===== src/rtl/audio_dac_tx_if.sv =====
// Sample-pair handshake between the sample producer and the DAC transmitter FIFO.
interface audio_dac_tx_if #(
  parameter int unsigned SAMPLE_WIDTH = 16
);
  logic [SAMPLE_WIDTH-1:0] s_left;
  logic [SAMPLE_WIDTH-1:0] s_right;
  logic                    s_valid;
  logic                    s_ready;

  modport master (output s_left, output s_right, output s_valid, input s_ready);
  modport slave  (input s_left, input s_right, input s_valid, output s_ready);
endinterface


===== src/rtl/audio_dac_tx.sv =====
// Stereo DAC transmitter for the Wolfson codec: BCLK/DACLRCK generation, sample-pair FIFO
// and MSB-first serialiser with left-justified or I2S framing and underrun tracking.
module audio_dac_tx #(
  parameter int unsigned SAMPLE_WIDTH = 16,
  parameter int unsigned SLOT_BITS    = 32,
  parameter int unsigned BCLK_HALF    = 2,
  parameter int unsigned FIFO_DEPTH   = 4,
  parameter int unsigned MODE         = 0
) (
  input  logic                        CLOCK_50,
  input  logic                        reset,
  audio_dac_tx_if.slave               samples,
  output logic [$clog2(FIFO_DEPTH):0] fifo_level,
  output logic                        AUD_BCLK,
  output logic                        AUD_DACLRCK,
  output logic                        AUD_DACDAT,
  output logic                        underrun,
  output logic [7:0]                  underrun_count
);
  localparam int unsigned DIV_W      = (BCLK_HALF > 1) ? $clog2(BCLK_HALF) : 1;
  localparam int unsigned BIT_W      = $clog2(2 * SLOT_BITS);
  localparam int unsigned PTR_W      = $clog2(FIFO_DEPTH);
  localparam int unsigned LVL_W      = PTR_W + 1;
  localparam int unsigned FRAME_LAST = 2 * SLOT_BITS - 1;
  localparam logic [SAMPLE_WIDTH-1:0] MSB_MASK = {1'b1, {(SAMPLE_WIDTH-1){1'b0}}};

  logic [DIV_W-1:0]        divCnt;
  logic [BIT_W-1:0]        bitCnt;
  logic [PTR_W-1:0]        wrPtr;
  logic [PTR_W-1:0]        rdPtr;
  logic [SAMPLE_WIDTH-1:0] memL [FIFO_DEPTH];
  logic [SAMPLE_WIDTH-1:0] memR [FIFO_DEPTH];
  logic [SAMPLE_WIDTH-1:0] shadowL;
  logic [SAMPLE_WIDTH-1:0] shadowR;
  logic                    readyReg;

  logic                    divWrap;
  logic                    fallEdge;
  logic                    frameLoad;
  logic                    fifoEmpty;
  logic                    pushEn;
  logic                    popEn;
  logic                    rightSlot;
  logic                    dataOn;
  logic                    dataBit;
  logic [BIT_W-1:0]        nextBit;
  logic [BIT_W-1:0]        slotPos;
  logic [BIT_W:0]          k;
  logic [SAMPLE_WIDTH-1:0] loadL;
  logic [SAMPLE_WIDTH-1:0] loadR;
  logic [SAMPLE_WIDTH-1:0] activeSample;
  logic [LVL_W-1:0]        nextLevel;

  assign samples.s_ready = readyReg;

  // Edge detection, frame load and the bit that leaves on the next falling edge.
  always_comb begin
    divWrap      = 1'b0;
    fallEdge     = 1'b0;
    nextBit      = '0;
    frameLoad    = 1'b0;
    fifoEmpty    = 1'b0;
    loadL        = '0;
    loadR        = '0;
    rightSlot    = 1'b0;
    slotPos      = '0;
    activeSample = '0;
    k            = '0;
    dataOn       = 1'b0;
    dataBit      = 1'b0;
    pushEn       = 1'b0;
    popEn        = 1'b0;
    nextLevel    = fifo_level;

    divWrap   = (divCnt == DIV_W'(BCLK_HALF - 1));
    fallEdge  = divWrap && AUD_BCLK;
    nextBit   = (bitCnt == BIT_W'(FRAME_LAST)) ? '0 : bitCnt + BIT_W'(1);
    frameLoad = fallEdge && (nextBit == '0);
    fifoEmpty = (fifo_level == '0);
    if (!fifoEmpty) begin
      loadL = memL[rdPtr];
      loadR = memR[rdPtr];
    end

    // The left slot of a loading frame must already use the freshly popped sample.
    rightSlot    = (nextBit >= BIT_W'(SLOT_BITS));
    slotPos      = rightSlot ? nextBit - BIT_W'(SLOT_BITS) : nextBit;
    activeSample = rightSlot ? shadowR : (frameLoad ? loadL : shadowL);
    k            = {1'b0, slotPos} - (BIT_W + 1)'(MODE);
    dataOn       = !k[BIT_W] && (k[BIT_W-1:0] < BIT_W'(SAMPLE_WIDTH));
    dataBit      = dataOn && (|(activeSample & (MSB_MASK >> k[BIT_W-1:0])));

    pushEn    = samples.s_valid && readyReg;
    popEn     = frameLoad && !fifoEmpty;
    nextLevel = fifo_level + LVL_W'(pushEn) - LVL_W'(popEn);
  end

  // FIFO storage; stale entries are harmless because reset clears the pointers.
  always_ff @(posedge CLOCK_50) begin
    if (pushEn && !reset) begin
      memL[wrPtr] <= samples.s_left;
      memR[wrPtr] <= samples.s_right;
    end
  end

  always_ff @(posedge CLOCK_50) begin
    if (reset) begin
      divCnt         <= '0;
      bitCnt         <= BIT_W'(FRAME_LAST);
      AUD_BCLK       <= 1'b0;
      AUD_DACLRCK    <= 1'b0;
      AUD_DACDAT     <= 1'b0;
      shadowL        <= '0;
      shadowR        <= '0;
      wrPtr          <= '0;
      rdPtr          <= '0;
      fifo_level     <= '0;
      readyReg       <= 1'b1;
      underrun       <= 1'b0;
      underrun_count <= '0;
    end else begin
      divCnt <= divWrap ? '0 : divCnt + DIV_W'(1);
      if (divWrap) AUD_BCLK <= ~AUD_BCLK;

      if (fallEdge) begin
        bitCnt      <= nextBit;
        AUD_DACLRCK <= rightSlot;
        AUD_DACDAT  <= dataBit;
      end

      underrun <= frameLoad && fifoEmpty;
      if (frameLoad) begin
        shadowL <= loadL;
        shadowR <= loadR;
        if (fifoEmpty && (underrun_count != 8'hFF)) underrun_count <= underrun_count + 8'd1;
      end

      if (pushEn) wrPtr <= wrPtr + PTR_W'(1);
      if (popEn)  rdPtr <= rdPtr + PTR_W'(1);
      fifo_level <= nextLevel;
      readyReg   <= (nextLevel < LVL_W'(FIFO_DEPTH));
    end
  end
endmodule


===== src/flat_wrapper.sv =====
// flat-port wrapper written by rule: the top's interface ports become plain ports
module audio_dac_tx_flat 
#(
  parameter int unsigned SAMPLE_WIDTH = 16,
  parameter int unsigned SLOT_BITS    = 32,
  parameter int unsigned BCLK_HALF    = 2,
  parameter int unsigned FIFO_DEPTH   = 4,
  parameter int unsigned MODE         = 0
)
  (CLOCK_50, reset, fifo_level, AUD_BCLK, AUD_DACLRCK, AUD_DACDAT, underrun, underrun_count, samples_s_left, samples_s_right, samples_s_valid, samples_s_ready);
  audio_dac_tx_if #(.SAMPLE_WIDTH(SAMPLE_WIDTH)) samples_i ();
  input  logic CLOCK_50;
  input  logic reset;
  output logic [$clog2(FIFO_DEPTH):0] fifo_level;
  output logic AUD_BCLK;
  output logic AUD_DACLRCK;
  output logic AUD_DACDAT;
  output logic underrun;
  output logic [7:0] underrun_count;
  input wire logic [$bits(samples_i.s_left)-1:0] samples_s_left;
  input wire logic [$bits(samples_i.s_right)-1:0] samples_s_right;
  input wire logic [$bits(samples_i.s_valid)-1:0] samples_s_valid;
  output wire logic [$bits(samples_i.s_ready)-1:0] samples_s_ready;
  assign samples_i.s_left = samples_s_left;
  assign samples_i.s_right = samples_s_right;
  assign samples_i.s_valid = samples_s_valid;
  assign samples_s_ready = samples_i.s_ready;
  audio_dac_tx #(.SAMPLE_WIDTH(SAMPLE_WIDTH), .SLOT_BITS(SLOT_BITS), .BCLK_HALF(BCLK_HALF), .FIFO_DEPTH(FIFO_DEPTH), .MODE(MODE)) u_core (.CLOCK_50(CLOCK_50), .reset(reset), .samples(samples_i), .fifo_level(fifo_level), .AUD_BCLK(AUD_BCLK), .AUD_DACLRCK(AUD_DACLRCK), .AUD_DACDAT(AUD_DACDAT), .underrun(underrun), .underrun_count(underrun_count));
endmodule

===== config.mk =====
export PLATFORM = sky130hd
export DESIGN_NAME = audio_dac_tx_flat
export DESIGN_NICKNAME = d
export VERILOG_FILES = /design/src/rtl/audio_dac_tx_if.sv /design/src/rtl/audio_dac_tx.sv /design/src/flat_wrapper.sv
export SDC_FILE = /design/constraint.sdc
export NUM_CORES = 1
export LEC_CHECK = 0
export CORE_AREA = 3 3 128 130
export DETAILED_ROUTE_END_ITERATION = 12
export DIE_AREA = 0 0 131 133
export GPL_ROUTABILITY_DRIVEN = 0
export GPL_TIMING_DRIVEN = 0
export MAX_ROUTING_LAYER = met4
export PLACE_DENSITY = 0.79
export REMOVE_ABC_BUFFERS = 1
export SYNTH_ARGS = -nofsm -noshare
export SYNTH_HDL_FRONTEND = slang
export SYNTH_SLANG_ARGS = --single-unit

===== constraint.sdc =====
create_clock -name CLOCK_50 -period 4.1 [get_ports CLOCK_50]
set_input_delay 0.82 -clock CLOCK_50 [delete_from_list [all_inputs] [get_ports CLOCK_50]]
set_output_delay 0.82 -clock CLOCK_50 [all_outputs]
set_load 0.02 [all_outputs]

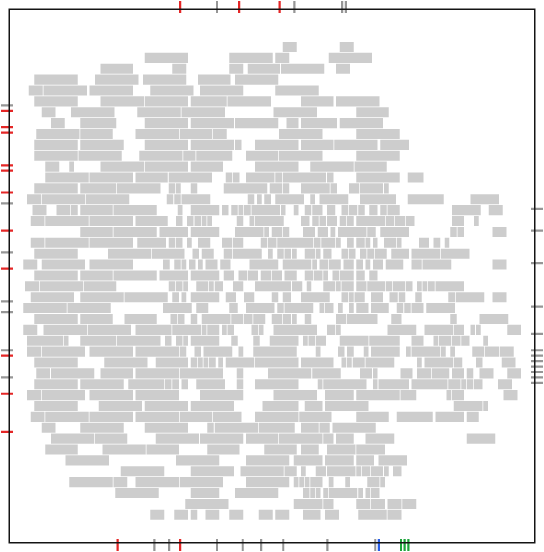
**Above:** I/O pins on the die edge.
(4 px per um) Pins as bars across the die edge, other pins in gray.
Green marks fifo_level, pins 3, direction output, edge bottom. Blue marks samples_s_ready, pins 1, direction output, edge bottom. Red marks samples_s_right, pins 16, direction input, edge 11 left, 3 top, 2 bottom.
All pins by edge: 18 left, 14 bottom, 12 right, 7 top.

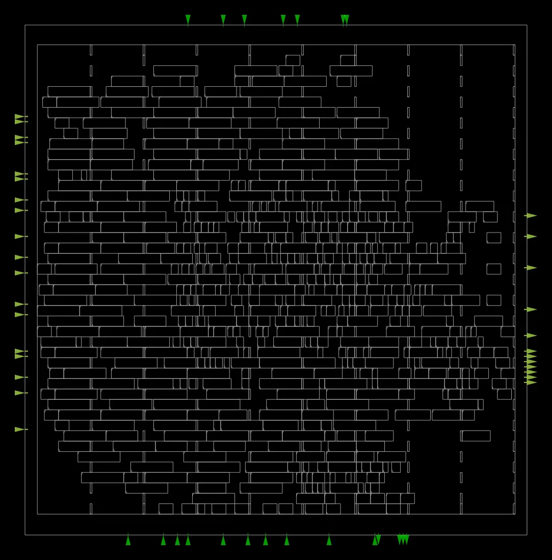
**Above:** placed standard cells.
filler instances: 1143
core footprint: 0.0153 mm^2
count of non-filler cells in the finished layout: 805
Well Taps: 211

==> out/metrics.yaml <==
finish:
  layout_top_cells: "edfxtp_1, dfxtp_1, clkdlybuf4s50_1, nand2_1, a21oi_1"
  inverters: 8
  comb_share: 0.267
  logic_gate_count: 309
  clkbuf_count: 18
  post-route-util: 0.587
  fin_nets: 625
  flop_area_mm2: 0.00507
  diodes: 0
  combGateArea_mm2: 0.00239
  largest_class: "sequential cells"
  clk_share: 0.0661
critical_path:
  reg2regPathDepth: 12
  worst-path-stages: 12
  cp_cell_sequence: "or3_1 -> nand2_1 -> nor2_1 -> ha_1 -> inv_1 -> ha_1 -> inv_1 -> fa_1 -> xnor2_1 -> xnor2_1 -> nor2b_1 -> inv_1"
  worst-path-max-fanout: 34
  cpPeakStageDelay_ns: 1.04
  startpoint_type: "register"
  crit_buf_inv: 3
  cp_top_family: "simple AND/OR/NAND/NOR gates"
  cp_data_arrival_time_ns: 3.94
  path_class: "reg -> reg"
  end_kind: "register"
logic_synthesis:
  ys_sh_adder: 0.0157
  yosysCellCount: 542
  yosysMostFrequentCell: "edfxtp_1"
  synth_area_per_cell_um2: 14.1
  ys_seq_frac: 0.664
  top_area_frac: 0.504
  yosys_warnings: 0
  async_reset_ff_frac: 0
  synth_cells: 542
  aoi_share: 0.0861
  ys_area_mm2: 0.00763
  synth.largest_area_cell: "edfxtp_1"
  top_cells_by_area: "edfxtp_1, dfxtp_1, mux4_2"
  synthTopCellsByCount: "edfxtp_1, dfxtp_1, nand2_1"
  dominantRegCellSynth: "edfxtp_1"
  logic_family: "simple AND/OR/NAND/NOR gates"
final_timing:
  fin_setup_tns_ns: 0
  drv_slew: 0
  worst_slack_ns: 0.481
  worstMarginPinSlew_ns: 1.34
  layout_min_cycle_time_ns: 3.62
  final_hold_viol_count: 0
  rsz0062_at_grt: "no"
  slew_headroom: 0.108
  clock.fmax_mhz: 276
place:
  placed_cell_area_mm2: 0.00837
  post-dp-hpwl_mm: 9.47
  io_buffers: 50
  dp.cells: 773
pwr:
  switching_share: 0.251
  clockPowerShare: 0.373
  powerSeq_mw: 2.20
  power_mw: 4.37
  cellPowerDensity_mw_per_mm2: 488
  p_leak_nw: 2.83
  power_leader: "sequential cells"
  pg_comb_uw: 540
  clock_power_mw: 1.63
detailed_routing:
  avgViaCountPerCell: 5.76
  first_pass_iters: 5
  drt_iter0_drc: 384
  drc: 0
  ant_nets: 0
clock_tree:
  path_clk_slew_ns: 0.07
  ctsResizeCount: 0
  cts_made_buffers: 17
  cts_sinks: 189
  cts_hold_buffers: 0
  cts_max_path_buffers: 2
  root_buffer: "clkbuf_16"
run:
  warnings: 28
  drv_cap: 0
die:
  pin_count: 51
  initial_core_util: 0.500
  num_rows: 45
  die_w_um: 131
status:
  status: "finished clean"
worst_hold_path:
  min_path_cells: 2
global_routing:
  grt_pass1_wl_mm: 24.4
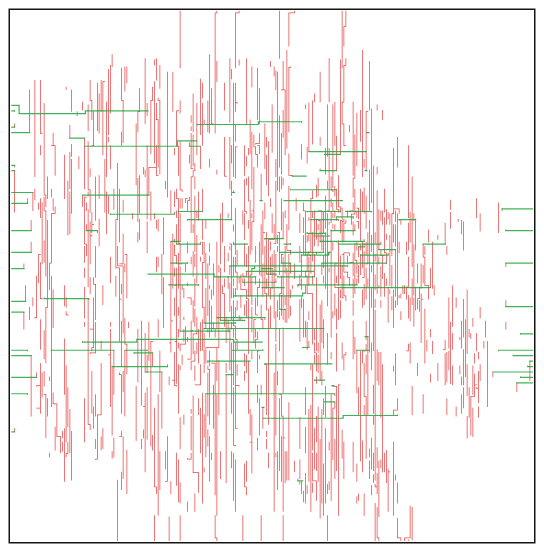
**Above:** metal layers overlaid.
(4 px per um) Two of the layers only.
Green marks M3, wire length 916 um. Red marks M2, wire length 7300 um.
Post-Route WL: 14.9 mm
vias: 4637
gr usage total: 0.187
Routed WL per cell: 18.5 um

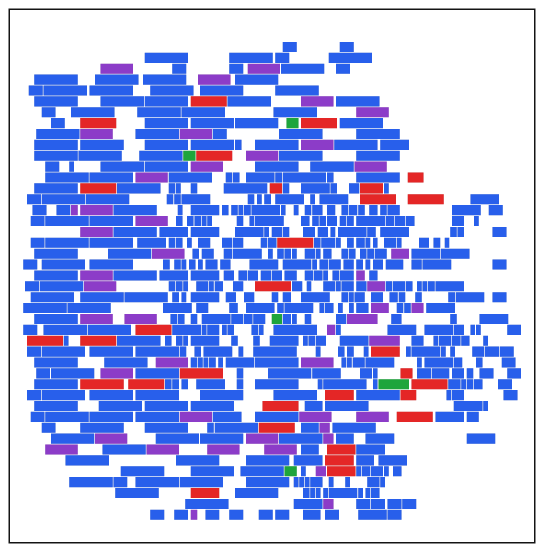
**Above:** cells by drive strength.
(4 px per um)
Red marks x6 and larger, cells 30, share 5.1%, most used clkbuf_16. Green marks x3 and x4, cells 5, share 0.84%, most used clkinv_4. Purple marks x2, cells 46, share 7.7%, most used mux4_2. Blue marks x1 and smaller, cells 513, share 86%, most used edfxtp_1.
Final Cell Area: 0.00896 mm^2
Signal buffers: 56

-- path summary, 6_finish.rpt --
| check | start | end | slack (ns) |
|---|---|---|---|
| hold reg to reg | u_core.shadowL[7] | u_core.shadowL[7] | 0.46 |
| hold / removal | u_core.shadowL[7] | u_core.shadowL[7] | 0.46 |
| setup / recovery | u_core.fifo_level[1] | u_core.samples.s_ready | 0.48 |
| setup reg to reg | u_core.fifo_level[1] | u_core.samples.s_ready | 0.48 |
-- metal layers --
metal  vias to the layer above  GRT usage  share of wire
li1                       2158          -              -
met1                      2263      0.241           0.41
met2                       182      0.284           0.49
met3                        34     0.0464          0.061
met4                         0     0.0800          0.035
met5                         -          -              0
Power is estimated from default activity; no workload was simulated.
